Fig. 1: run 1, routed metal per tile
Scale: 4 px per micron. The die is cut into 17 by 17 equal tiles; white is low, dark blue is high, scaled to the fullest tile. Values are wire area over tile area, all layers added.
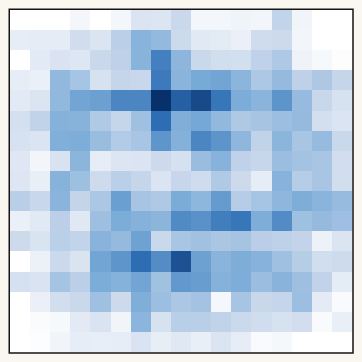
Fig. 2: run 1, zoomed window
Region (28, 11) to (58, 41) microns. Cells in gray, sequential cells in the stronger gray; small squares are vias.
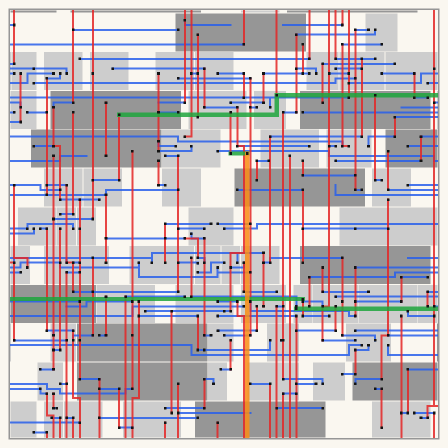
Fig. 3: run 1, selected gate families
Scale: 6 px per micron.
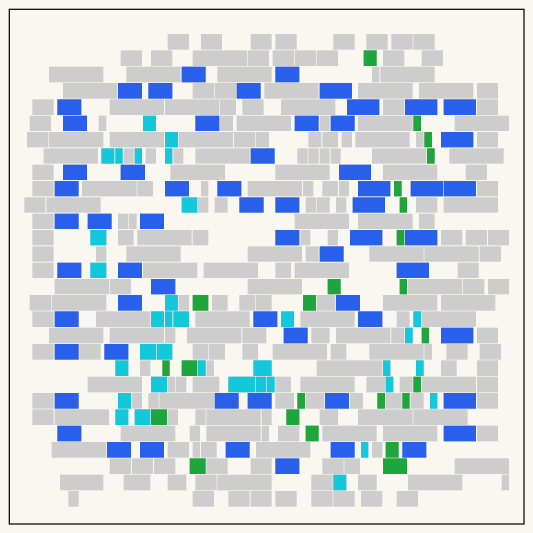
**src/rtl/sys_defs.sv**
```systemverilog
// Shared processor typedefs: physical-register tag, RS removal packet and the
// per-FU completion slot held by the CDB arbiter.
`ifndef RS_SZ
`define RS_SZ 16
`endif

package sys_defs;

   localparam int PHYS_REG_W = 6;
   localparam int RS_IDX_W   = $clog2(`RS_SZ);

   typedef struct packed {
      logic [PHYS_REG_W-1:0] phys_reg;
      logic                  ready;
      logic                  valid;
   } TAG;

   typedef struct packed {
      logic                remove_en;
      logic [RS_IDX_W-1:0] remove_idx;
   } EX_RS_PACKET;

   typedef struct packed {
      logic                valid;
      TAG                  tag;
      logic                has_dest;
      logic [RS_IDX_W-1:0] rs_idx;
   } CDB_SLOT;

endpackage

```
**src/rtl/cdb_rr_arb.sv**
```systemverilog
// One-hot arbiter: the first requester found searching upward from ptr wins.
// Fixed priority is simply ptr tied to zero by the parent (see CDB_RR_EN).
module cdb_rr_arb #(
   parameter int N     = 5,
   parameter int PTR_W = (N > 1) ? $clog2(N) : 1
) (
   input  logic [N-1:0]     req,
   input  logic [PTR_W-1:0] ptr,
   output logic [N-1:0]     grant
);

   always_comb begin
      int   idx;
      logic found;
      grant = '0;
      found = 1'b0;
      idx   = 0;
      for (int k = 0; k < N; k++) begin
         idx = (int'(ptr) + k) % N;
         if (!found && req[idx]) begin
            grant[idx] = 1'b1;
            found      = 1'b1;
         end
      end
   end

endmodule

```
**src/rtl/cdb_arbiter.sv**
```systemverilog
// Common data bus arbiter: one completion slot per FU, one broadcast per cycle.
// Define CDB_RR_EN for round-robin arbitration; default is fixed priority.
`ifndef RS_SZ
`define RS_SZ 16
`endif

module cdb_arbiter
   import sys_defs::*;
#(
   parameter int NUM_FU = 5,
   parameter int IDX_W  = $clog2(`RS_SZ)
) (
   input  logic                         clock,
   input  logic                         reset,
   input  logic                         interrupt,
   input  logic [NUM_FU-1:0]            fu_done,
   input  TAG   [NUM_FU-1:0]            fu_tag,
   input  logic [NUM_FU-1:0]            fu_has_dest,
   input  logic [NUM_FU-1:0][IDX_W-1:0] fu_rs_idx,
   output logic [NUM_FU-1:0]            fu_ready,
   output TAG                           cdb,
   output logic                         cdb_en,
   output EX_RS_PACKET                  ex_rs_packet
);

   localparam int PTR_W = (NUM_FU > 1) ? $clog2(NUM_FU) : 1;

   CDB_SLOT            slot_reg [NUM_FU];
   logic [NUM_FU-1:0]  slot_valid;
   logic [NUM_FU-1:0]  grant;
   logic [NUM_FU-1:0]  capture;
   logic [PTR_W-1:0]   grant_idx;
   logic [PTR_W-1:0]   rr_ptr;
   logic               any_grant;

   // A granted slot frees up in the same edge, so its FU may refill it immediately.
   genvar gi;
   generate
      for (gi = 0; gi < NUM_FU; gi++) begin : g_slot
         assign slot_valid[gi] = slot_reg[gi].valid;
         assign fu_ready[gi]   = !slot_reg[gi].valid || grant[gi];
         assign capture[gi]    = fu_done[gi] && fu_ready[gi] && !interrupt;
      end
   endgenerate

   cdb_rr_arb #(
      .N     (NUM_FU),
      .PTR_W (PTR_W)
   ) u_arb (
      .req   (slot_valid),
      .ptr   (rr_ptr),
      .grant (grant)
   );

   always_comb begin
      grant_idx = '0;
      for (int i = 0; i < NUM_FU; i++) begin
         if (grant[i]) grant_idx = PTR_W'(i);
      end
   end

   assign any_grant = |grant;

`ifdef CDB_RR_EN
   always_ff @(posedge clock or negedge reset) begin
      if (!reset) begin
         rr_ptr <= '0;
      end else if (any_grant && !interrupt) begin
         rr_ptr <= (grant_idx == PTR_W'(NUM_FU - 1)) ? '0 : grant_idx + 1'b1;
      end
   end
`else
   assign rr_ptr = '0;
`endif

   always_ff @(posedge clock or negedge reset) begin
      if (!reset) begin
         for (int i = 0; i < NUM_FU; i++) slot_reg[i] <= '0;
      end else begin
         for (int i = 0; i < NUM_FU; i++) begin
            if (interrupt) begin
               slot_reg[i].valid <= 1'b0;
            end else if (capture[i]) begin
               slot_reg[i].valid    <= 1'b1;
               slot_reg[i].tag      <= fu_tag[i];
               slot_reg[i].has_dest <= fu_has_dest[i];
               slot_reg[i].rs_idx   <= RS_IDX_W'(fu_rs_idx[i]);
            end else if (grant[i]) begin
               slot_reg[i].valid <= 1'b0;
            end
         end
      end
   end

   // cdb and remove_idx keep their last value between broadcasts.
   always_ff @(posedge clock or negedge reset) begin
      if (!reset) begin
         cdb          <= '0;
         cdb_en       <= 1'b0;
         ex_rs_packet <= '0;
      end else if (interrupt || !any_grant) begin
         cdb_en                 <= 1'b0;
         ex_rs_packet.remove_en <= 1'b0;
      end else begin
         ex_rs_packet.remove_en  <= 1'b1;
         ex_rs_packet.remove_idx <= slot_reg[grant_idx].rs_idx;
         cdb_en                  <= slot_reg[grant_idx].has_dest;
         if (slot_reg[grant_idx].has_dest) begin
            cdb.phys_reg <= slot_reg[grant_idx].tag.phys_reg;
            cdb.ready    <= 1'b1;
            cdb.valid    <= 1'b1;
         end
      end
   end

endmodule
```
**config.mk**
```make
export PLATFORM = sky130hd
export DESIGN_NAME = cdb_arbiter
export DESIGN_NICKNAME = d
export VERILOG_FILES = /design/src/rtl/sys_defs.sv /design/src/rtl/cdb_rr_arb.sv /design/src/rtl/cdb_arbiter.sv
export SDC_FILE = /design/constraint.sdc
export NUM_CORES = 1
export LEC_CHECK = 0
export CORE_MARGIN = 2
export CORE_UTILIZATION = 50
export CTS_BUF_LIST = sky130_fd_sc_hd__clkbuf_4
export CTS_CLUSTER_DIAMETER = 50
export DETAILED_ROUTE_END_ITERATION = 6
export PLACE_DENSITY_LB_ADDON = 0.15
export SLEW_MARGIN = 20
export SYNTH_ARGS = -nofsm -noshare
export SYNTH_HDL_FRONTEND = slang
export SYNTH_SLANG_ARGS = --single-unit
export TNS_END_PERCENT = 20
```
**constraint.sdc**
```tcl
create_clock -name clock -period 2.5 [get_ports clock]
set_input_delay 0.5 -clock clock [delete_from_list [all_inputs] [get_ports clock]]
set_output_delay 0.5 -clock clock [all_outputs]
set_load 0.02 [all_outputs]
```
==> reports/results.txt, run 1 <==
postcts setup bufs: 0
Latency at later pin: 0.41 ns
num rows: 29
Clock Skews: 0.0119 ns
Area Growth Syn to Fin: 30.0%
global route hottest layer: met2
first-pass GRT wire length: 11.3 mm
tool warnings: 36
n_diodes: 0
crit-path cells: or4_4, nand2_2, dlygate4sd2_1
die width: 85.5 microns
ys cells: 265
switching portion of total power: 0.277
Final Wtd Congestion: 0.823
number of library cell types mapped by synthesis: 31
Syn Inst Count: 265
die y size: 85.5 microns
final setup margin: 0.216 ns
cells on worst reg2reg path: 6
clock group total power: 0.667 mW
uppermost layer routed: met4
worst setup path endpoint: fu_ready[4]
gr ovfl total: 0
Comb power: 0.826 mW
Area contributors post-synth: dfrtp_1 (55%), mux2_2 (15%), mux2_4 (7.2%), o21ai_0 (2.6%), nor2b_1 (1.9%)
Hold Buf Count CTS: 0
reg2reg end: cdb[2]
Area leader share: 0.549
IO Pins: 92
Leading power group: sequential cells
Post-route DRC: 0
vias in the first global route: 2320
Final Hold Viols: 0
status: complete, no violations
Critical Path Start: slot_reg[55]
FP Util: 0.521
clk buf depth: 2
Critical path buffers and inverters: 1
area reported by Yosys stat: 3320 sq um
Main synth FF type: dfrtp_1
placed inst area: 4200 sq um
PwrDens: 700 nW/um^2
fillcell total: 502
synthesized cell area: 3320 sq um
cell type with the largest total area: dfrtp_1
Async SR Flop Fraction: 1.00
WHS: 0.0873 ns
Slew Viols, Final: 0
GR Util met2: 0.311
TritonCTS Buffers: 9
sequential cell fraction of total power: 0.507
Nets: 423
Int Pwr: 2.19 mW
utilization after layout: 0.677
leakage: 1.83 nW
Initial DRC Count: 55
H-tree depth: 3
data arrival time of the worst path: 1.78 ns
number of synthesized flops with an enable pin: 0
CTS resizes: 4
Slew HR: 0.648
Commonest Layout Cell: clkdlybuf4s50_1
register-to-register setup slack: 0.41 ns
top cells by count: dfrtp_1 (73), mux2_2 (45), o21ai_0 (17), mux2_4 (16)
worst slew pin tran: 0.527 ns
Via-to-Cell Ratio: 5.23
CP delay by family, top: simple AND/OR/NAND/NOR gates
Mapped Avg Cell Area: 12.5 sq um
Metal-1 WL: 3.06 mm
CP endpoint kind: output pin
non-filler cells, final: 430
Setup TNS Final: 0 ns
Final setup viols: 0
cycle use final: 0.914
Tmin final: 2.28 ns
Mapped Nets: 338
Logic pwr share: 0.273
core area: 6390 sq um
Startpoint Class: register
M3 GR Usage: 0.0606
worst-path fanout max: 3
Largest register FFs: 60
CP max stage delay: 0.57 ns
worst min path class: primary input to async pin
CP required: 2.00 ns
IO Port Bufs: 80
VDD IR max: 503 uV
largest net degree at the start of global routing: 74
CP Class: register to output pin
f_max: 0.438 GHz
WL met3: 427 microns
metal2 WL: 3.21 mm
Clk pwr share: 0.220
sw power: 0.840 mW
Notes on Fig. 1 above:
fullest tile	0.50
mean over tiles	0.15
tiles over half the peak	12%
nearly empty tiles	6.2%
GRT Overall Usage: 0.201
routed wire length per instance: 15.8 microns
Final Routed Wirelength: 6.80 mm
via count: 2250

Notes on Fig. 2 above:
layer	color
M3	green
M1	blue
M4	orange
M2	red
most frequent	dfrtp_1 (11), mux2_2 (8), buf_4 (7)
sequential cells in the window	11
netlist names of flops here include	slot_reg (11)
cells with their middle in the window	61

Notes on Fig. 3 above:
family	color	cells
mux cells	blue	61
nand cells	green	24
nor cells	cyan	34

## run 1: layout make-up
type / instances / area (sq um) / area share
Timing Repair Buffer: 91 / 891 / 0.206
Clock buffer: 9 / 67.6 / 0.0156
Tap cell: 77 / 96.3 / 0.0223
Sequential cell: 73 / 1830 / 0.423
Inverter: 7 / 26.3 / 0.00608
Multi-Input combinational cell: 168 / 1370 / 0.316
Clock inverter: 5 / 48.8 / 0.0113
## run 1: logic make-up (layout without fill, tap and decap cells)
group / count (synthesis) / after routing / synth area share
buffers and inverters: 24 / 112 / 0.0410
other: 1 / 1 / 0.00113
and+or+nand+nor: 60 / 60 / 0.103
DFF: 73 / 73 / 0.549
AOI/OAI and AO/OA: 46 / 46 / 0.0805
muxes: 61 / 61 / 0.225
Fig. 4: run 1, routing congestion
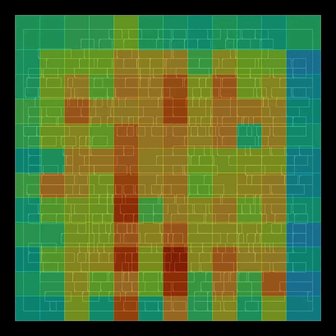

==> run 2, diff against run 1 <==
Settings changed: CELL_PAD_IN_SITES_DETAIL_PLACEMENT from default to 0, CELL_PAD_IN_SITES_GLOBAL_PLACEMENT from default to 2, CORE_UTILIZATION 50 to 32.
Fig. 5: run 2, routing congestion
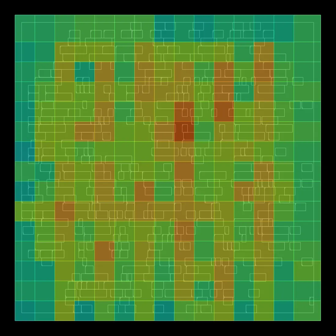
M3 GR Usage: 0.0454
global route hottest layer: met2
GR Util met2: 0.224

Fig. 6: run 2, clock wires, drivers and flops
Scale: 4 px per micron.
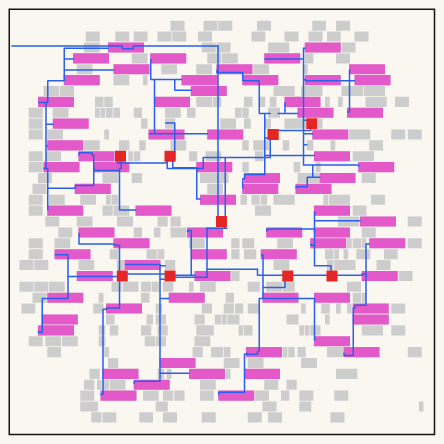
[clock-net drivers] red | count: 9
[clock wires] blue | length: 961 microns
[flip-flops] magenta | count: 73
flops lie	all over the die

==> reports/results.txt, run 2 <==
status: complete, no violations
register-to-register setup slack: 0.42 ns (about the same)
number of synthesized flops with an enable pin: 0 (unchanged)
worst setup path endpoint: fu_ready[4]
leakage: 1.85 nW (+0.95%)
Mapped Avg Cell Area: 12.5 sq um (unchanged)
postcts setup bufs: 0 (unchanged)
num rows: 37 (+28%)
Final Routed Wirelength: 7.57 mm (+11%)
crit-path cells: or4_4, nand2_2, dlygate4sd2_1
CP max stage delay: 0.57 ns (about the same)
Logic pwr share: 0.277 (+0.004)
Latency at later pin: 0.41 ns (about the same)
n_diodes: 0 (unchanged)
Biggest Area Class: sequential cells
CP delay by family, top: simple AND/OR/NAND/NOR gates
worst-path fanout max: 7 (+4)
utilization after layout: 0.434 (-0.243)
Main synth FF type: dfrtp_1
register area: 1830 sq um (unchanged)
Comb power: 0.832 mW (+0.7%)
VDD IR max: 275 uV (-45%)
Non-clk bufs: 94 (+3.3%)
fillcell total: 1042 (+110%)
number of library cell types mapped by synthesis: 31 (unchanged)
flop count: 73 (unchanged)
CP endpoint kind: output pin
Startpoint Class: register
Async SR Flop Fraction: 1.00 (unchanged)
WHS: 0.0290 ns (-0.0583 ns)
final setup margin: 0.118 ns (-0.0975 ns)
Final setup viols: 0 (unchanged)
Non-CTS inverters: 7 (unchanged)
data arrival time of the worst path: 1.88 ns (+0.10 ns)
area reported by Yosys stat: 3320 sq um (unchanged)
Area Growth Syn to Fin: 32.8%
WL met3: 355 microns (-17%)
non-filler cells, final: 494 (+15%)
Post-route DRC: 0 (unchanged)
Area contributors post-synth: dfrtp_1 (55%), mux2_2 (15%), mux2_4 (7.2%), o21ai_0 (2.6%), nor2b_1 (1.9%)
cycle use final: 0.953 (+0.0390)
register fraction of the total cell area: 0.414 (-0.00886)
Via-to-Cell Ratio: 4.57 (-13%)
Largest register FFs: 60 (unchanged)
H-tree depth: 3 (unchanged)
worst slew pin tran: 0.505 ns (-0.0220 ns)
Critical Path Start: slot_reg[69]
ys cells: 265 (unchanged)
f_max: 0.420 GHz (-4.1%)
clk_buf instances: 9 (unchanged)
Initial DRC Count: 49 (-11%)
Hold Buf Count CTS: 0 (unchanged)
CP Class: register to output pin
worst min path class: primary input to async pin
top cells by count: dfrtp_1 (73), mux2_2 (45), o21ai_0 (17), mux2_4 (16)
core area: 10200 sq um (+59%)
uppermost layer routed: met4
clk buf depth: 2 (unchanged)
Slew HR: 0.662 (+0.0145)
clock group total power: 0.629 mW (-5.7%)
switching portion of total power: 0.297 (+0.0199)
Tmin final: 2.38 ns (+0.0975 ns)
logic area: 1360 sq um (-0.37%)
Clock Skews: 0.0146 ns (+0.00274 ns)
Commonest Layout Cell: clkdlybuf4s50_1
Setup TNS Final: 0 ns (unchanged)
vias in the first global route: 2383 (+2.7%)
largest net degree at the start of global routing: 40 (-46%)
reg2reg end: cdb[4]
sw power: 0.892 mW (+6.2%)
Nets: 426 (+0.71%)
Final Hold Viols: 0 (unchanged)
Int Pwr: 2.11 mW (-3.7%)
metal2 WL: 3.47 mm (+7.9%)
FP Util: 0.326 (-0.194)
tool warnings: 36 (unchanged)
# Taps: 136 (+77%)
Final Wtd Congestion: 0.751 (-8.8%)
die width: 106 microns (+24%)
placed inst area: 4300 sq um (+2.4%)
routed wire length per instance: 15.3 microns (-3.0%)
CP required: 2.00 ns (about the same)
Clk pwr share: 0.210 (-0.010)
## run 2: netlist changes by cell type in the layout (fill, tap and decap cells not counted), moves of 2 or more
cell      previous run  this run
clkinv_2             0         3
clkinv_1             3         0
clkinv_4             0         2
buf_4               10        14
## run 2: repair_timing
| action | in CTS | in global routing |
|---|---|---|
| setup endpoints to repair | 3 | 1 |
| endpoints found under the hold margin | 0 | 0 |
| gates resized | 3 | 1 |
## run 2: logic make-up after synthesis
| kind of cell | after synthesis | synth area share |
|---|---|---|
| compound gates | 46 | 0.0805 |
| simple gates | 60 | 0.103 |
| other cells | 1 | 0.00113 |
| flops | 73 | 0.549 |
| mux | 61 | 0.225 |
| buf+inv | 24 | 0.0410 |
Power and IR drop assume default switching activity.
